`config.mk`:
```
export PLATFORM = sky130hd
export DESIGN_NAME = stutter_timer
export DESIGN_NICKNAME = d
export VERILOG_FILES = /design/src/rtl/stutter_timer.sv
export SDC_FILE = /design/constraint.sdc
export NUM_CORES = 1
export LEC_CHECK = 0
export ABC_AREA = 0
export CORE_ASPECT_RATIO = 0.9
export CORE_MARGIN = 2
export CORE_UTILIZATION = 40
export DETAILED_ROUTE_END_ITERATION = 10
export PLACE_DENSITY = 0.66
export SYNTH_ARGS = -nofsm -noshare
export SYNTH_HDL_FRONTEND = slang
export SYNTH_SLANG_ARGS = --single-unit
```
`constraint.sdc`:
```
create_clock -name clk -period 2.8 [get_ports clk]
set_clock_uncertainty 0.05 [all_clocks]
set_input_delay 0.7 -clock clk [delete_from_list [all_inputs] [get_ports clk]]
set_output_delay 0.7 -clock clk [all_outputs]
set_load 0.005 [all_outputs]
```
`src/rtl/stutter_timer.sv`:
```
// stutter_timer: run-time programmable tick generator.
// Counts 0..period and asserts cy on the terminal count. In periodic mode the
// count then wraps to 0; in one-shot mode the timer stops in DONE. The period
// and mode are captured on load. The stop strobe returns the timer to IDLE.
// en stalls counting while the timer is running.
module stutter_timer #(
    parameter int          WIDTH        = 16,
    parameter int unsigned RESET_PERIOD = 2**16 - 1,
    parameter bit          AUTOSTART    = 1'b1
) (
    input  logic             clk,
    input  logic             reset,      // asynchronous, active low
    input  logic             en,
    input  logic             load,
    input  logic [WIDTH-1:0] period,
    input  logic             oneshot,
    input  logic             stop,
    output logic [WIDTH-1:0] count,
    output logic             cy,
    output logic             busy,
    output logic             done
);

    // State encoding: bit 0 is busy and bit 1 is done. Both flags therefore
    // come straight from flops with no decode logic.
    typedef enum logic [1:0] {
        ST_IDLE = 2'b00,
        ST_RUN  = 2'b01,
        ST_DONE = 2'b10
    } state_t;

    localparam logic [WIDTH-1:0] RESET_PERIOD_W = RESET_PERIOD[WIDTH-1:0];
    localparam state_t           RESET_STATE    = AUTOSTART ? ST_RUN : ST_IDLE;

    state_t           state_reg,   state_next;
    logic [WIDTH-1:0] cnt_reg,     cnt_next;
    logic [WIDTH-1:0] period_reg,  period_next;
    logic             oneshot_reg, oneshot_next;

    logic             at_terminal;
    logic             running;

    // The terminal compare happens before the increment. An all-ones period
    // therefore gives a full 2**WIDTH cycle without overflow.
    assign at_terminal = (cnt_reg == period_reg);
    assign running     = (state_reg == ST_RUN);

    // State and datapath registers. The reset is async assert; release is
    // sampled on clk.
    always_ff @(posedge clk or negedge reset) begin
        if (!reset) begin
            state_reg   <= RESET_STATE;
            cnt_reg     <= '0;
            period_reg  <= RESET_PERIOD_W;
            oneshot_reg <= 1'b0;
        end else begin
            state_reg   <= state_next;
            cnt_reg     <= cnt_next;
            period_reg  <= period_next;
            oneshot_reg <= oneshot_next;
        end
    end

    // Next-state logic. Priority is: load, then stop, then normal counting.
    always_comb begin
        state_next   = state_reg;
        cnt_next     = cnt_reg;
        period_next  = period_reg;
        oneshot_next = oneshot_reg;

        if (load) begin
            // Load can happen from any state. The new period starts at 0
            // on the next cycle.
            period_next  = period;
            oneshot_next = oneshot;
            cnt_next     = '0;
            state_next   = ST_RUN;
        end else if (stop) begin
            cnt_next   = '0;
            state_next = ST_IDLE;
        end else begin
            unique case (state_reg)
                ST_RUN: begin
                    if (en) begin
                        if (at_terminal) begin
                            cnt_next = '0;
                            if (oneshot_reg) begin
                                state_next = ST_DONE;
                            end
                        end else begin
                            cnt_next = cnt_reg + 1'b1;
                        end
                    end
                end
                ST_IDLE, ST_DONE: begin
                    cnt_next = '0;
                end
                default: begin
                    // The unused encoding recovers to IDLE.
                    cnt_next   = '0;
                    state_next = ST_IDLE;
                end
            endcase
        end
    end

    // cy is the only combinational output. It can still fire in a load or
    // stop cycle when the old terminal count is reached.
    assign cy    = running & en & at_terminal;
    assign count = cnt_reg;
    assign busy  = state_reg[0];
    assign done  = state_reg[1];

endmodule
```
==> run summary <==
post-synthesis sequential element count -> 35
Util after Layout -> 0.578
post-synth cell types -> 40
dominant register cell -> dfrtp_1
Antenna Nets Post-Route -> 0
Leak -> 1.09 nW
flip-flops with a built-in enable -> 0
Die Ht -> 68.0 µm
status -> complete, no violations
fin crit period -> 2580 ps
largest net degree at the start of global routing -> 36
fin crit share -> 0.921
Switching Share -> 0.235
Achievable Freq -> 388 MHz
clock root cell -> clkbuf_8
placed insts -> 284
initial antenna violation count -> 0
Psw -> 0.252 mW
cell accounting for the most synthesized area -> dfrtp_1
vias -> 1527
Comb pwr share -> 0.117
share of power burned in registers -> 0.533
TritonCTS buffer count -> 5
Seq/Total Area, Yosys -> 0.492
Worst path top cell family by delay -> simple AND/OR/NAND/NOR gates
Synth area leaders -> dfrtp_1, dfstp_2, xor2_1
Iter 0 DRT Violations -> 86
Yosys chip area -> 0.00182 mm²
Comb area -> 907 µm²
Vias/cell -> 5.18
final setup violation count -> 0
first-pass GRT wire length -> 7620 µm
met2 GRT Util -> 0.327
CP max stage delay -> 550 ps
final wirelength -> 4480 µm
# IOs -> 41
VDD IR-drop max -> 0.280 mV
met1 global-route usage -> 0.267
PnR Total Power -> 1.07 mW
cell count listed in synth_stat.txt -> 164
CTS H-Tree Depth -> 2
vias in the first global route -> 1560
worst path required time -> 2050 ps
Pwr per Cell Area -> 418 mW/mm²
FF+latch area -> 897 µm²
syn_area_per_cell -> 11.1 µm²
grt ovf -> 0
WS Path Type -> flop to output pin
Yosys warning count -> 0
worst-path maximum fanout -> 2
Mapped Area -> 0.00182 mm²
Max Cap Viol -> 0
Chip Width -> 75.2 µm
post-DP HPWL -> 3360 µm
WL/cell -> 15.2 µm
final number of hold-violating endpoints -> 0
Int Power -> 0.820 mW
total die size -> 0.00511 mm²
IO buf count -> 40
CTS tree -> built
WHS -> 500 ps
final non-filler cell total -> 295
Total GRT Usage -> 0.200
CTS Buffer Depth -> 2
Clock power frac -> 0.350
Max-area cell share -> 0.247
Tool Warnings -> 26
Row Count -> 23
most used routing layer -> met2
clock-pin slew on the worst setup and hold paths -> 70 ps
Mapped Cells -> 164
Remaining DRCs -> 0
CP Cell Sequence -> xor2_1 -> nor4_2 -> nand4_2 -> or2_1 -> nor2_1 -> clkbuf_2
CP bufs+invs -> 1
diodes inserted -> 0
Max Transition Viols Final -> 0
Worst Tran Pin Value -> 480 ps
worst rel slew slack -> 0.680
Crit-path slowest cell -> dfstp_2
Core Util at FP -> 0.411
CTS Hold Buffers Added -> 0
clk ins delay skew pair -> 280 ps
Fillers -> 401
Post-Place Cell Area -> 0.00245 mm²
Post-synth ARST share -> 1.00
routability-driven placement congestion ratio -> 0.847
startpoint types -> flop
layout cell share with drive strength beyond 1 -> 0.330
1st-pass router iterations -> 4
unrepaired setup endpoints after global routing -> false
crit path DAT -> 1830 ps
Worst Hold Class -> flop to flop
CP endpoint kind -> output pin
final instance area -> 0.00256 mm²
syn nets -> 187
GR Util met3 -> 0.0442
nets -> 255
area grow syn2layout -> 40.6%
CORE AREA -> 0.00443 mm²
path summary, 6_finish.rpt:
| path | startpoint | endpoint | slack (ps) | depth (start not counted) |
|---|---|---|---|---|
| max in group asynchronous | reset | period_reg[9] | 1570 | 2 |
| max reg2reg | period_reg[10] | count[3] | 740 | 7 |
| max | period_reg[10] | cy | 220 | 6 |
| min | oneshot_reg | oneshot_reg | 500 | 2 |
| min reg2reg | oneshot_reg | oneshot_reg | 500 | 2 |
| min in group asynchronous | reset | oneshot_reg | 790 | 2 |
synthesized netlist by cell type (2+ instances only):
cell type  count
xor2_1        22
dfrtp_1       18
dfstp_2       17
nor2_1        17
mux2_2        16
nand2_1       16
and3_1         5
nand4_1        5
nand3_1        4
nor4_2         4
xnor2_1        4
o21ai_0        3
a21oi_1        2
buf_2          2
nand2b_1       2
nand4_2        2
nor4_1         2
kinds of logic after synthesis:
group / Yosys count / share of synthesized area
compound gates: 15 / 0.0583
xor+xnor: 26 / 0.125
fa+ha+maj: 1 / 0.00686
buf+inv: 6 / 0.0137
flops: 35 / 0.492
mux: 16 / 0.0988
simple gates: 65 / 0.205
per-stage QoR:
stage | setup TNS (ps) | setup WS (ps)
floorplan | 0 | 548
CTS | 0 | 56.4
finish | 0 | 220
global placement | -50.8 | -50.8
detailed placement | -48.2 | -48.2
global route | 0 | 11.4
worst min-delay path, delay by kind of cell, from the launching register on:
kind             cells  cell delay, ps
AND/OR/NAND/NOR      2             160
flip-flops           1             360
metal layers:
layer	vias up	share of wire
li1	713	-
met1	761	0.46
met2	47	0.48
met3	6	0.050
met4	0	0.011
met5	-	0
area by class of cell:
| class | instances | area share |
|---|---|---|
| Timing Repair Buffer | 65 | 0.227 |
| Tap cell | 62 | 0.0303 |
| Multi-Input combinational cell | 123 | 0.354 |
| Clock inverter | 1 | 0.00195 |
| Sequential cell | 35 | 0.350 |
| Inverter | 2 | 0.00293 |
| Clock buffer | 7 | 0.0337 |
power by group through the flow:
stage               sequential, mW  combinational [mW]  clock (mW)
global route                 0.575               0.139       0.420
detailed placement           0.580               0.125           0
finish                       0.571               0.125       0.375
CTS                          0.572               0.127       0.385
global placement             0.579               0.121           0
floorplan                    0.573              0.0634           0
cells in the final DEF (no fill, tap or decap), types with 2 or more instances in the layout:
| cell | instances |
|---|---|
| clkdlybuf4s50_1 | 39 |
| xnor2_1 | 4 |
| nand3_1 | 4 |
| mux2_2 | 16 |
| dfrtp_1 | 18 |
| nand4_2 | 2 |
| and3_1 | 5 |
| nand4_1 | 5 |
| nor2_1 | 17 |
| nand2b_1 | 2 |
| dfstp_2 | 17 |
| buf_4 | 25 |
| nand2_1 | 16 |
| xor2_1 | 22 |
| a21oi_1 | 2 |
| clkbuf_8 | 6 |
| nor4_2 | 5 |
| o21ai_0 | 3 |
timing repair:
action                     in CTS  in global routing
gates cloned                    0                  0
resized                         2                  2
pin swaps                       3                  4
setup endpoints to repair       1                  1
setup buffers                   3                  0
hold endpoints to repair        0                  0
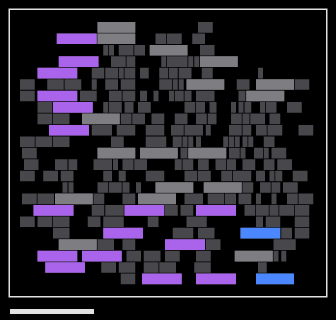
*Sequential cells colored by netlist name*
The bar under the picture is 20 µm long. Other sequential cells in the stronger gray, the rest of the logic in the fainter gray.
[purple] `period_reg` | placed flops: 16
[blue] `state_reg` | placed flops: 2

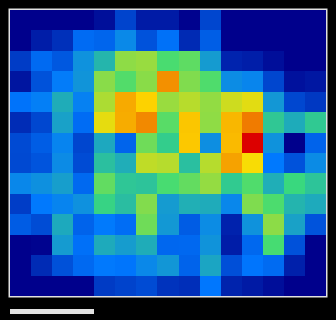
*Routed metal per tile*
The bar under the picture is 20 µm long. The die is cut into 15 by 14 equal tiles; dark blue is low, red is high, scaled to the fullest tile. Values are wire area over tile area, all layers added.
mean over tiles: 0.14
fullest tile: 0.46
tiles over half the peak: 22%
emptiest ninth of the die: upper right
densest ninth of the die: center
nearly empty tiles: 14%

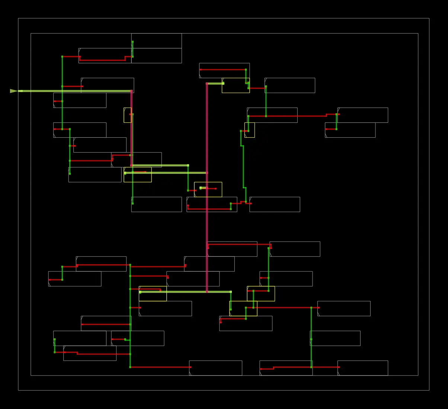
*Clock nets*
sequential cell count: 35
clk sinks: 35
clkbuf count: 7

No activity file was given, so power comes from the tool's default toggle rates.
